## config.mk

```make
export PLATFORM = sky130hd
export DESIGN_NAME = seq_code_lock
export DESIGN_NICKNAME = d
export VERILOG_FILES = /design/src/rtl/seq_code_lock.sv
export SDC_FILE = /design/constraint.sdc
export NUM_CORES = 1
export LEC_CHECK = 0
export ABC_CLOCK_PERIOD_IN_PS = 6100
export CORE_ASPECT_RATIO = 0.9
export CORE_MARGIN = 2
export CORE_UTILIZATION = 41
export CTS_CLUSTER_SIZE = 10
export DETAILED_ROUTE_END_ITERATION = 8
export PLACE_DENSITY = 0.6
export SYNTH_ARGS = -nofsm -noshare
export SYNTH_HDL_FRONTEND = slang
export SYNTH_SLANG_ARGS = --single-unit
```

## constraint.sdc

```tcl
create_clock -name clk -period 6.1 [get_ports clk]
set_input_delay 1.22 -clock clk [delete_from_list [all_inputs] [get_ports clk]]
set_output_delay 1.22 -clock clk [all_outputs]
set_load 0.01 [all_outputs]
```

## src/rtl/seq_code_lock.sv

```systemverilog
`default_nettype none
// ============================================================================
// Module      : seq_code_lock
// Description : Sequential digit code lock. Digits are entered one per
//               digit_valid strobe and compared with the active code only
//               after a full-length entry. A correct code opens the lock for
//               a fixed time. While open, the code can be reprogrammed.
//               Repeated wrong codes force a timed lockout with an alarm.
//               A partial entry that goes idle is abandoned without being
//               counted as a failure.
//
// Ports       : clk         - single clock, rising edge
//               rst_n       - synchronous active-low reset
//               digit_valid - one digit accepted per high cycle
//               digit       - digit value, sampled with digit_valid
//               prog_en     - reprogramming request (honoured while open)
//               unlock      - lock open (registered)
//               alarm       - lockout in progress (registered)
//               fail_cnt    - consecutive failed attempts (saturating)
//               prog_busy   - new code being collected (registered)
//
// Revision    : 1.0 - initial release
// ============================================================================
module seq_code_lock #(
    parameter int                            DIGIT_W     = 4,
    parameter int                            CODE_LEN    = 4,
    parameter logic [DIGIT_W*CODE_LEN-1:0]   RESET_CODE  = 16'h1234,
    parameter int                            MAX_FAIL    = 3,
    parameter int                            UNLOCK_CYC  = 8,
    parameter int                            LOCKOUT_CYC = 16,
    parameter int                            TIMEOUT_CYC = 32
) (
    input  logic                              clk,
    input  logic                              rst_n,
    input  logic                              digit_valid,
    input  logic [DIGIT_W-1:0]                digit,
    input  logic                              prog_en,
    output logic                              unlock,
    output logic                              alarm,
    output logic [$clog2(MAX_FAIL+1)-1:0]     fail_cnt,
    output logic                              prog_busy
);

    localparam int c_CODE_W  = DIGIT_W * CODE_LEN;
    localparam int c_IDX_W   = $clog2(CODE_LEN);
    localparam int c_FAIL_W  = $clog2(MAX_FAIL + 1);
    localparam int c_TMR_W   = $clog2(TIMEOUT_CYC + 1);
    localparam int c_CNT_MAX = (UNLOCK_CYC > LOCKOUT_CYC) ? UNLOCK_CYC : LOCKOUT_CYC;
    localparam int c_CNT_W   = $clog2(c_CNT_MAX + 1);

    localparam logic [c_IDX_W-1:0]  c_IDX_LAST  = c_IDX_W'(CODE_LEN - 1);
    localparam logic [c_FAIL_W-1:0] c_FAIL_MAX  = c_FAIL_W'(MAX_FAIL);
    localparam logic [c_TMR_W-1:0]  c_TMR_LAST  = c_TMR_W'(TIMEOUT_CYC - 1);
    localparam logic [c_CNT_W-1:0]  c_OPEN_LAST = c_CNT_W'(UNLOCK_CYC - 1);
    localparam logic [c_CNT_W-1:0]  c_LOCK_LAST = c_CNT_W'(LOCKOUT_CYC - 1);

    typedef enum logic [1:0] {
        ST_ENTRY   = 2'd0,
        ST_OPEN    = 2'd1,
        ST_PROG    = 2'd2,
        ST_LOCKOUT = 2'd3
    } state_t;

    // ------------------------------------------------------------------------
    // Registered state
    // ------------------------------------------------------------------------
    state_t                r_state;
    logic [c_IDX_W-1:0]    r_idx;
    logic                  r_mismatch;
    logic [c_FAIL_W-1:0]   r_fail_cnt;
    logic [c_CODE_W-1:0]   r_code;
    logic [c_CODE_W-1:0]   r_shadow;
    logic [c_TMR_W-1:0]    r_timer;
    logic [c_CNT_W-1:0]    r_cnt;
    logic                  r_unlock;
    logic                  r_alarm;
    logic                  r_prog_busy;

    // ------------------------------------------------------------------------
    // Next-state wires
    // ------------------------------------------------------------------------
    state_t                w_state_nxt;
    logic [c_IDX_W-1:0]    w_idx_nxt;
    logic                  w_mismatch_nxt;
    logic [c_FAIL_W-1:0]   w_fail_nxt;
    logic [c_CODE_W-1:0]   w_code_nxt;
    logic [c_CODE_W-1:0]   w_shadow_nxt;
    logic [c_TMR_W-1:0]    w_timer_nxt;
    logic [c_CNT_W-1:0]    w_cnt_nxt;

    logic [DIGIT_W-1:0]    w_code_fld [CODE_LEN];
    logic                  w_last_digit;
    logic                  w_mismatch_now;
    logic                  w_timeout;
    logic [c_FAIL_W-1:0]   w_fail_inc;
    logic [c_CODE_W-1:0]   w_shadow_shift;

    // Split the active code into digit fields; the first entered digit
    // lives in the most significant field.
    genvar g;
    generate
        for (g = 0; g < CODE_LEN; g = g + 1) begin : g_code_fld
            assign w_code_fld[g] = r_code[(CODE_LEN-1-g)*DIGIT_W +: DIGIT_W];
        end
    endgenerate

    assign w_last_digit   = (r_idx == c_IDX_LAST);
    // Sticky: one wrong digit anywhere poisons the whole attempt, but the
    // verdict is only taken on the final digit.
    assign w_mismatch_now = r_mismatch | (digit != w_code_fld[r_idx]);
    // The idle timer only runs once a partial entry exists.
    assign w_timeout      = (r_idx != '0) && (r_timer == c_TMR_LAST);
    assign w_fail_inc     = (r_fail_cnt >= c_FAIL_MAX) ? c_FAIL_MAX
                                                       : r_fail_cnt + c_FAIL_W'(1);
    // Shift-in keeps the first programmed digit in the top field.
    assign w_shadow_shift = {r_shadow[c_CODE_W-DIGIT_W-1:0], digit};

    // ------------------------------------------------------------------------
    // Next-state logic
    // ------------------------------------------------------------------------
    always_comb begin
        w_state_nxt    = r_state;
        w_idx_nxt      = r_idx;
        w_mismatch_nxt = r_mismatch;
        w_fail_nxt     = r_fail_cnt;
        w_code_nxt     = r_code;
        w_shadow_nxt   = r_shadow;
        w_timer_nxt    = r_timer;
        w_cnt_nxt      = r_cnt;

        case (r_state)
            ST_ENTRY: begin
                if (digit_valid) begin
                    // A digit in the expiry cycle wins over the timeout.
                    w_timer_nxt = '0;
                    if (w_last_digit) begin
                        w_idx_nxt      = '0;
                        w_mismatch_nxt = 1'b0;
                        w_cnt_nxt      = '0;
                        if (!w_mismatch_now) begin
                            w_state_nxt = ST_OPEN;
                            w_fail_nxt  = '0;
                        end else if (w_fail_inc >= c_FAIL_MAX) begin
                            w_state_nxt = ST_LOCKOUT;
                            w_fail_nxt  = c_FAIL_MAX;
                        end else begin
                            w_fail_nxt  = w_fail_inc;
                        end
                    end else begin
                        w_idx_nxt      = r_idx + c_IDX_W'(1);
                        w_mismatch_nxt = w_mismatch_now;
                    end
                end else if (w_timeout) begin
                    w_idx_nxt      = '0;
                    w_mismatch_nxt = 1'b0;
                    w_timer_nxt    = '0;
                end else if (r_idx != '0) begin
                    w_timer_nxt = r_timer + c_TMR_W'(1);
                end
            end

            ST_OPEN: begin
                // Reprogramming takes priority, even in the final open cycle.
                if (prog_en) begin
                    w_state_nxt  = ST_PROG;
                    w_idx_nxt    = '0;
                    w_timer_nxt  = '0;
                    w_shadow_nxt = '0;
                end else if (r_cnt == c_OPEN_LAST) begin
                    w_state_nxt    = ST_ENTRY;
                    w_idx_nxt      = '0;
                    w_mismatch_nxt = 1'b0;
                    w_timer_nxt    = '0;
                end else begin
                    w_cnt_nxt = r_cnt + c_CNT_W'(1);
                end
            end

            ST_PROG: begin
                if (digit_valid) begin
                    w_timer_nxt  = '0;
                    w_shadow_nxt = w_shadow_shift;
                    if (w_last_digit) begin
                        w_code_nxt  = w_shadow_shift;
                        w_state_nxt = ST_ENTRY;
                        w_idx_nxt   = '0;
                    end else begin
                        w_idx_nxt = r_idx + c_IDX_W'(1);
                    end
                end else if (w_timeout) begin
                    // Abandoned programming: old code stays in force.
                    w_state_nxt  = ST_ENTRY;
                    w_idx_nxt    = '0;
                    w_timer_nxt  = '0;
                    w_shadow_nxt = '0;
                end else if (r_idx != '0) begin
                    w_timer_nxt = r_timer + c_TMR_W'(1);
                end
            end

            ST_LOCKOUT: begin
                if (r_cnt == c_LOCK_LAST) begin
                    w_state_nxt    = ST_ENTRY;
                    w_fail_nxt     = '0;
                    w_idx_nxt      = '0;
                    w_mismatch_nxt = 1'b0;
                    w_timer_nxt    = '0;
                end else begin
                    w_cnt_nxt = r_cnt + c_CNT_W'(1);
                end
            end

            default: begin
                w_state_nxt = ST_ENTRY;
            end
        endcase
    end

    // ------------------------------------------------------------------------
    // State register. Outputs are decoded from the next state so they are
    // registered yet line up with the state they describe; since they come
    // from one encoded state, unlock and alarm can never coincide.
    // ------------------------------------------------------------------------
    always_ff @(posedge clk) begin
        if (!rst_n) begin
            r_state     <= ST_ENTRY;
            r_idx       <= '0;
            r_mismatch  <= 1'b0;
            r_fail_cnt  <= '0;
            r_code      <= RESET_CODE;
            r_shadow    <= '0;
            r_timer     <= '0;
            r_cnt       <= '0;
            r_unlock    <= 1'b0;
            r_alarm     <= 1'b0;
            r_prog_busy <= 1'b0;
        end else begin
            r_state     <= w_state_nxt;
            r_idx       <= w_idx_nxt;
            r_mismatch  <= w_mismatch_nxt;
            r_fail_cnt  <= w_fail_nxt;
            r_code      <= w_code_nxt;
            r_shadow    <= w_shadow_nxt;
            r_timer     <= w_timer_nxt;
            r_cnt       <= w_cnt_nxt;
            r_unlock    <= (w_state_nxt == ST_OPEN);
            r_alarm     <= (w_state_nxt == ST_LOCKOUT);
            r_prog_busy <= (w_state_nxt == ST_PROG);
        end
    end

    assign unlock    = r_unlock;
    assign alarm     = r_alarm;
    assign fail_cnt  = r_fail_cnt;
    assign prog_busy = r_prog_busy;

endmodule
`default_nettype wire

```

==> images/clock_map.png <==
Scale bar: 20 um.
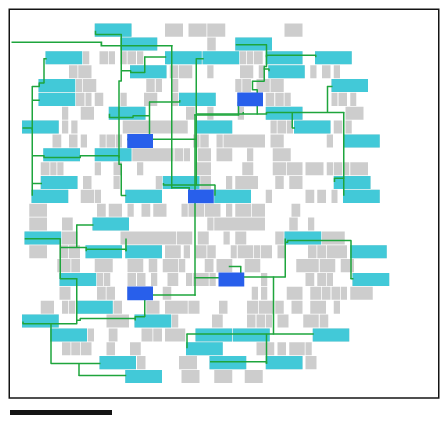
- green: clock wires (length 611 um)
- cyan: flip-flops (count 49)
- blue: cells driving clock nets (count 5)
- flops lie: all over the die

==> images/registers.png <==
Other sequential cells in the stronger gray, the rest of the logic in the fainter gray.
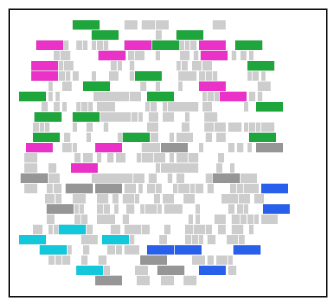
- cyan: r_cnt (sequential cells 5; where lower left)
- green: r_code (sequential cells 16)
- magenta: r_shadow (sequential cells 12)
- blue: r_timer (sequential cells 6)
- not colored: 10
fin util: 46.3%
P_seq: 0.326 mW
register area: 981 sq um
Seq area share: 37.7%

==> images/final_clocks.png <==
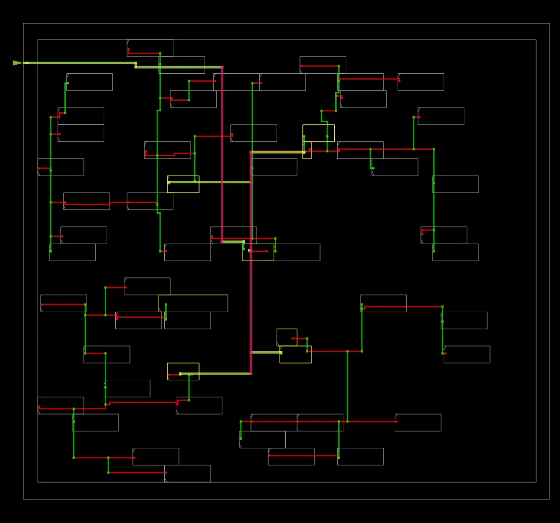
Seq cells: 49
clk pwr: 0.234 mW

==> GITHUB_STEP_SUMMARY <==
## PnR job results

| Metric | Value |
|---|---|
| Max incr delay on CP | 0.91 ns |
| Buffers on Ports | 12 |
| Final WL | 5170 um |
| Dominant Register Cell | dfxtp_1 |
| Insertion Delay late pin | about 0.30 ns |
| DRT iter0 DRCs | 194 |
| Tmin final | 3.08 ns |
| Seq pwr share | between 50% and 60% |
| Crit start category | input port |
| Filler Cells Inserted | about 570 |
| Htree depth | 2 |
| Yosys adder share | under 10% |
| Synthesized registers | 49 |
| DR top layer | met4 |
| FF-to-FF path depth | 7 |
| Syn_area_per_cell | 8.32 sq um |
| DP HPWL | 3520 um |
| Met3 usage | 3.25% |
| Io pins | 13 |
| Clock buf count | 6 |
| Met2 wire length | 2270 um |
| Ys cells | 284 |
| Post-synth EDFFs | 0 |
| Mapped Area | between 2000 and 2500 sq um |
| Top cells, area | dfxtp_1, nand2_1, a21oi_1 |
| Final #Nets | ~300 |
| First-pass GRT wire length | ~8800 um |
| Root Driver | clkbuf_8 |
| Worst slew pin tran | roughly 1.2 ns |
| MUX area fraction | 4.71% |
| Routed via count | ~2000 |
| Power, Total | 0.600 mW |
| Power density over the cells | 231 nW/um^2 |
| OpenROAD warnings | 28 |
| Critical path, cell by cell | clkdlybuf4s50_1 > inv_1 > o41ai_1 |
| Outcome | complete, no violations |
| AND/OR/NAND/NOR Cells, Area Fraction | between 20% and 30% |
| Fin. Hold Viols | 0 |
| Asr flop ratio synth | 0% |
| Share of layout cells above drive strength 1 | 4.91% |
| DR vias/cell | roughly 5.7 |
| Power share of the combinational group | 6.6% |
| Met3 WL | between 100 and 150 um |
| Deepest clock path buffer count | 2 |
| Signal buffers | 12 |
| Crit path DRT | 6.30 ns |
| Worst r2r src | r_cnt[0]$_SDFFE_PN0P_ |
| Num rows | 26 |
| Cell family with most CP delay | buffers and inverters |
| Layout area overhead | 10.2% |
| Number of global-route vias before repair | 1731 |
| Post-CTS Hold Fix Bufs | 0 |
| Crit path depth | 3 |
| Slowest cell on crit path | clkdlybuf4s50_1 |
| Finished Layout Cells | 355 |
| Top comb family, area | simple AND/OR/NAND/NOR gates |
| Met1 WL | 2700 um |
| Critical Path End Type | flip-flop |
| Inverters | 8 |
| Hold path start | r_code[0]$_SDFFE_PN0P_ |
| Design Area, Final | 2600 sq um |
| Most Used Layer, Global Route | met1 |
| Critical path class | input port to flip-flop |
| Die ar. | 6390 sq um |
| Yosys aoi share | ~22% |
| Net Sw Power | 0.139 mW |
| Clock power frac | between 30% and 40% |
| R2R Setup Slk | between 3 and 4 ns |
| RSZ-0062 raised after global routing | no |
| Clock buf/inv share | 4.28% |
| Most common logic cell in the routed design | nand2_1 |
| CTS tree | built |
| Top Consumer | registers |
| Gr usage total | between 15 and 20% |
| Tap cell count | 70 |
| Comb gates | roughly 210 |
Power figures rest on the tool's default switching activity, not on a simulated workload.
